## src/rtl/an_barrett_seq_pkg.sv

```systemverilog
// an_pkg: AN-code (A = 13) constants and the Barrett sequencer state encoding.
package an_pkg;
   localparam int CW_W  = 7;
   localparam int A     = 13;
   localparam int K     = 8;
   localparam int MU    = 19;
   localparam int MSG_W = 3;
   localparam int P_W   = CW_W + 5;
   typedef enum logic [2:0] {ST_IDLE, ST_MU, ST_AM, ST_SUB, ST_FIX, ST_OUT} state_t;
endpackage

```

## src/rtl/an_barrett_seq_if.sv

```systemverilog
// an_barrett_seq_if: valid/ready codeword-in / message-out bus; err_cnt exists only with AN_ERR_CNT_EN.
interface an_barrett_seq_if;
   import an_pkg::*;
   logic             in_valid;
   logic             in_ready;
   logic [CW_W-1:0]  in_cw;
   logic             out_valid;
   logic             out_ready;
   logic [MSG_W-1:0] out_msg;
   logic             out_corr;
   logic             out_err;
`ifdef AN_ERR_CNT_EN
   logic [15:0]      err_cnt;
   modport slave  (input in_valid, in_cw, out_ready, output in_ready, out_valid, out_msg, out_corr, out_err, err_cnt);
   modport master (output in_valid, in_cw, out_ready, input in_ready, out_valid, out_msg, out_corr, out_err, err_cnt);
`else
   modport slave  (input in_valid, in_cw, out_ready, output in_ready, out_valid, out_msg, out_corr, out_err);
   modport master (output in_valid, in_cw, out_ready, input in_ready, out_valid, out_msg, out_corr, out_err);
`endif
endinterface

```

## src/rtl/an_barrett_seq_dec.sv

```systemverilog
// an_decoder_n13: maps a corrected (quotient, residue) pair to the message, undoing single-bit +/-2^k errors.
module an_decoder_n13 (
   input  logic [2:0] i_q,
   input  logic [3:0] i_r,
   output logic [2:0] o_msg
);
   logic [2:0] w_ofs;
   // residue 1 and 12 are ambiguous; the lower-weight error (+1 / -1) wins
   always_comb begin
      case (i_r)
         4'd3:                     w_ofs = 3'd7;
         4'd5, 4'd9, 4'd11, 4'd12: w_ofs = 3'd1;
         4'd6:                     w_ofs = 3'd6;
         4'd7:                     w_ofs = 3'd3;
         4'd10:                    w_ofs = 3'd2;
         default:                  w_ofs = 3'd0;
      endcase
   end
   assign o_msg = i_q + w_ofs;
endmodule

```

## src/rtl/an_barrett_seq.sv

```systemverilog
// an_barrett_seq: multi-cycle Barrett reduction (x mod 13) with one shared multiplier feeding an_decoder_n13.
// Define AN_ERR_CNT_EN to add the saturating err_cnt output.
module an_barrett_seq
   import an_pkg::*;
(
   input logic             clk,
   input logic             rst,
   an_barrett_seq_if.slave bus
);
   state_t           r_state, w_next;
   logic [CW_W-1:0]  r_x, r_p, w_ma;
   logic [4:0]       r_r, w_mb;
   logic [3:0]       r_q, w_qf, w_rf;
   logic [P_W-1:0]   w_prod;
   logic             w_ge, w_err, r_corr, r_err;
   logic [MSG_W-1:0] r_msg, w_dec;
   always_ff @(posedge clk or posedge rst)
      if (rst) r_state <= ST_IDLE;
      else     r_state <= w_next;
   always_comb begin
      w_next = r_state;
      case (r_state)
         ST_IDLE: w_next = bus.in_valid ? ST_MU : ST_IDLE;
         ST_MU:   w_next = ST_AM;
         ST_AM:   w_next = ST_SUB;
         ST_SUB:  w_next = ST_FIX;
         ST_FIX:  w_next = ST_OUT;
         ST_OUT:  w_next = bus.out_ready ? ST_IDLE : ST_OUT;
         default: w_next = ST_IDLE;
      endcase
   end
   always_comb begin
      bus.in_ready  = r_state == ST_IDLE;
      bus.out_valid = r_state == ST_OUT;
      w_ma = r_state == ST_AM ? CW_W'(r_q) : r_x;
      w_mb = r_state == ST_AM ? 5'(A) : 5'(MU);
   end
   assign w_prod = P_W'(w_ma) * P_W'(w_mb);
   // r_raw < 2A, so one conditional subtract finishes the reduction
   assign w_ge  = r_r >= 5'(A);
   assign w_qf  = r_q + 4'(w_ge);
   assign w_rf  = 4'(w_ge ? r_r - 5'(A) : r_r);
   assign w_err = w_qf > 4'((1 << MSG_W) - 1);
   an_decoder_n13 u_dec (
      .i_q   (w_qf[2:0]),
      .i_r   (w_rf),
      .o_msg (w_dec)
   );
   always_ff @(posedge clk or posedge rst)
      if (rst) begin
         r_x    <= '0;
         r_q    <= '0;
         r_p    <= '0;
         r_r    <= '0;
         r_msg  <= '0;
         r_corr <= 1'b0;
         r_err  <= 1'b0;
      end else begin
         if (r_state == ST_IDLE && bus.in_valid) r_x <= bus.in_cw;
         if (r_state == ST_MU) r_q <= 4'(w_prod >> K);
         if (r_state == ST_AM) r_p <= CW_W'(w_prod);
         if (r_state == ST_SUB) r_r <= 5'(r_x - r_p);
         if (r_state == ST_FIX) begin
            r_msg  <= w_err ? '0 : w_dec;
            r_corr <= w_rf != 4'd0;
            r_err  <= w_err;
         end
      end
   assign bus.out_msg  = r_msg;
   assign bus.out_corr = r_corr;
   assign bus.out_err  = r_err;
`ifdef AN_ERR_CNT_EN
   logic [15:0] r_err_cnt;
   always_ff @(posedge clk or posedge rst)
      if (rst) r_err_cnt <= '0;
      else if (r_state == ST_OUT && bus.out_ready && (r_corr || r_err) && r_err_cnt != 16'hFFFF)
         r_err_cnt <= r_err_cnt + 16'd1;
   assign bus.err_cnt = r_err_cnt;
`endif
endmodule

```

## src/flat_wrapper.sv

```systemverilog
// flat-port wrapper written by rule: the top's interface ports become plain ports
module an_barrett_seq_flat import an_pkg::*;
  (clk, rst, bus_in_valid, bus_in_cw, bus_out_ready, bus_in_ready, bus_out_valid, bus_out_msg, bus_out_corr, bus_out_err);
  an_barrett_seq_if bus_i ();
  input logic clk;
  input logic rst;
  input wire logic [$bits(bus_i.in_valid)-1:0] bus_in_valid;
  input wire logic [$bits(bus_i.in_cw)-1:0] bus_in_cw;
  input wire logic [$bits(bus_i.out_ready)-1:0] bus_out_ready;
  output wire logic [$bits(bus_i.in_ready)-1:0] bus_in_ready;
  output wire logic [$bits(bus_i.out_valid)-1:0] bus_out_valid;
  output wire logic [$bits(bus_i.out_msg)-1:0] bus_out_msg;
  output wire logic [$bits(bus_i.out_corr)-1:0] bus_out_corr;
  output wire logic [$bits(bus_i.out_err)-1:0] bus_out_err;
  assign bus_i.in_valid = bus_in_valid;
  assign bus_i.in_cw = bus_in_cw;
  assign bus_i.out_ready = bus_out_ready;
  assign bus_in_ready = bus_i.in_ready;
  assign bus_out_valid = bus_i.out_valid;
  assign bus_out_msg = bus_i.out_msg;
  assign bus_out_corr = bus_i.out_corr;
  assign bus_out_err = bus_i.out_err;
  an_barrett_seq u_core (.clk(clk), .rst(rst), .bus(bus_i));
endmodule
```

## config.mk

```make
export PLATFORM = sky130hd
export DESIGN_NAME = an_barrett_seq_flat
export DESIGN_NICKNAME = d
export VERILOG_FILES = /design/src/rtl/an_barrett_seq_pkg.sv /design/src/rtl/an_barrett_seq_if.sv /design/src/rtl/an_barrett_seq_dec.sv /design/src/rtl/an_barrett_seq.sv /design/src/flat_wrapper.sv
export SDC_FILE = /design/constraint.sdc
export NUM_CORES = 1
export LEC_CHECK = 0
export CAP_MARGIN = 20
export CORE_MARGIN = 1
export CORE_UTILIZATION = 50
export DETAILED_ROUTE_END_ITERATION = 16
export GPL_TIMING_DRIVEN = 0
export PLACE_DENSITY = 0.67
export SKIP_CTS_REPAIR_TIMING = 1
export SYNTH_ARGS = -nofsm -noshare
export SYNTH_HDL_FRONTEND = slang
export SYNTH_SLANG_ARGS = --single-unit
export TNS_END_PERCENT = 1
```

## constraint.sdc

```tcl
create_clock -name clk -period 5.3 [get_ports clk]
set_input_delay 0.795 -clock clk [delete_from_list [all_inputs] [get_ports clk]]
set_output_delay 0.795 -clock clk [all_outputs]
set_load 0.02 [all_outputs]
```

Fig. 1: port wiring
(4 px per um)
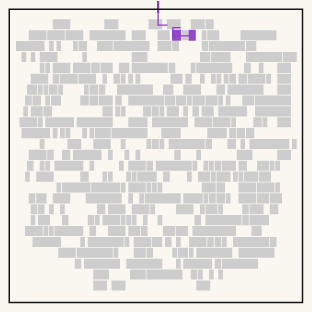
port	color	bits	direction	end cells	buffers	wire
bus_in_valid	purple	1	input	2	1	14.2 um

Fig. 2: wiring by layer
(4 px per um) Only two layers are drawn.
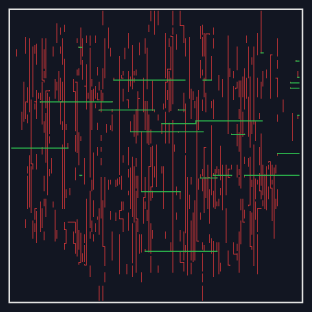
layer	color	wire length
metal 3	green	176 um
metal 2	red	2280 um
total global-route track usage: 21.0%
post-detailed-routing wire length: 4.70 mm
vias post-DR: 1965
detail-routed net length per standard cell: 12.3 um

==> summary.txt <==
Results of the implementation run.

The most frequently used library cell after synthesis is sky130_fd_sc_hd__nand2_1. In the final layout, the multi-input gates occupy around 1600 um^2. The number of global-route vias before repair came to between 1500 and 2000.

Measured on the final layout, the clock distribution area share stands at between 3 and 4%. Warnings reported by Yosys during synthesis add up to 0. For this design, the sink count on the clock tree is 29. Excluding fillers, the count of instances in the completed layout stands at about 380. The most common logic cells in the final layout are sky130_fd_sc_hd__nand2_1 (46), sky130_fd_sc_hd__inv_1 (40), sky130_fd_sc_hd__ha_1 (31), sky130_fd_sc_hd__dfrtp_1 (29), sky130_fd_sc_hd__o21ai_0 (20). Max-slew check failures listed in the final report amount to 0. The initial DRC count is ~120.

The setup slack at placement came out at 1.18 ns. The count of endpoints failing hold in the final timing report came out at 0. The die width came out at around 73 um. The destination of the worst register-to-register timing path is u_core.r_q[3]$_DFFE_PP0P_. The area reported by Yosys stat came out at 2520 um^2.

The fraction of area in registers came out at between 20% and 30%. The depth of the worst register-to-register path is 16. The required time at the worst endpoint is listed as ~5.5 ns.

The number of distinct library cells after synthesis came out at 47. TritonCTS built the clock tree. The tally of nets with antenna violations remaining after routing came out at 0. The maximum frequency from static timing analysis is about 0.24 GHz. The flow ran to the end, and the final reports show no timing, DRC or antenna violations. The class of the most critical setup path is reg -> reg.

Setup repair after global routing left no endpoint under its margin. The worst-case reg-to-reg setup slack stands at approximately 1.1 ns. The buffer count excluding the clock tree in the final layout is 34. The post-route minimum period came out at 4.18 ns. The buffer-and-inverter tally for the worst setup path came out at 4. The H-tree level count came out at 2. The most critical hold endpoint after final layout shows a slack of about 0.48 ns. The final design area excluding fillers came out at a little under 3000 um^2. The non-clock inverter count in the final layout is ~40.

Endpoints with negative setup slack in the final report add up to 0. The library cell used most frequently in the layout, excluding fill and tap cells, is sky130_fd_sc_hd__nand2_1. The number of max-cap violations is 0.

The critical path runs through a total of 16 cells. The met1 wire length came out at approximately 2.2 mm. The layout contains a multi-input combinational cell count of ~200. Per STA, the worst path accumulates the most delay in the family adder cells. The cell count after placement is between 300 and 400. The delay of the slowest critical-path stage is roughly 0.52 ns. The number of remaining DRC errors came out at 0. The die is ~73 um tall.

After detailed routing, no signal wire sits above met4.

The proportion of layout cells with a drive suffix above 1 came out at about 8.9%. By area the synthesized netlist is led by sky130_fd_sc_hd__dfrtp_1 (29%), sky130_fd_sc_hd__ha_1 (15%), sky130_fd_sc_hd__fa_1 (8.8%). For reference, the top cells by count after synthesis are sky130_fd_sc_hd__nand2_1 (46), sky130_fd_sc_hd__inv_1 (40), sky130_fd_sc_hd__ha_1 (31).

Clock buffers in the final layout number 7. STA lists the startpoint of the worst hold path as u_core.bus.out_msg[1]$_DFFE_PP0P_. After filler insertion, the fill cell instance count of the layout stands at about 440.

The worst setup path startpoint is u_core.r_state[0]$_DFF_PP0_. The count of input and output buffers is 17. In the final layout, non-clock buffers account for about a tenth of the cell area. The layout net count came out at 367. For reference, the post-synthesis area per instance comes to slightly below 9 um^2.

The critical path data arrival time is 4.36 ns.
Fig. 3: placement view
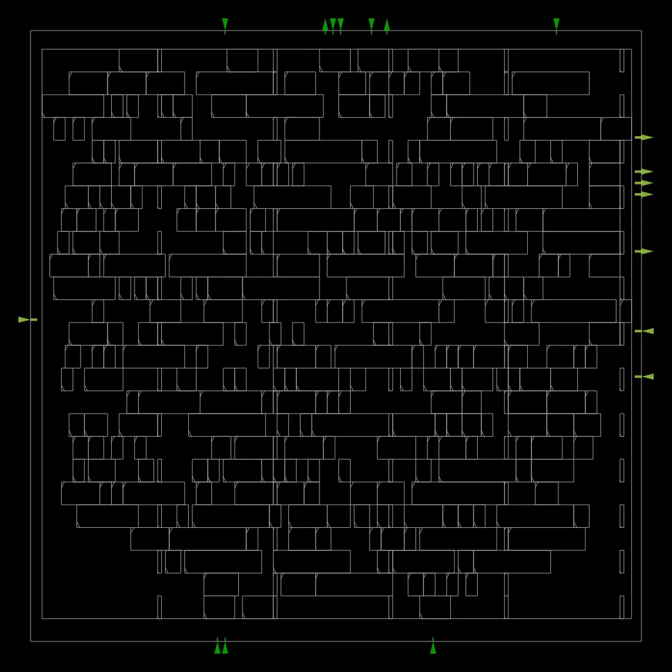
standard-cell rows: 25
FF+latch count: 29

[sequential cells by signal, indices dropped and copies added (netlist names)]
register / cells
u_core.bus.out_corr: 1
u_core.bus.out_err: 1
u_core.bus.out_msg: 3
u_core.r_p: 5
u_core.r_q: 4
u_core.r_r: 5
u_core.r_state: 3
u_core.r_x: 7
[cells by family after synthesis]
kind of cell	synth area share (%)
adders and majority gates	24.2
other	0.298
AOI/OAI and AO/OA	13.7
and+or+nand+nor	16.8
xor gates and xnor gates	3.48
muxes	3.48
buffers and inverters	9.30
DFF	28.8
[layer usage]
metal / global-route usage (%) / up-vias
met5: 0 / -
met4: 8.28 / 0
met3: 4.83 / 8
met2: 34.2 / 32
met1: 27.2 / 921
li1: - / 1004
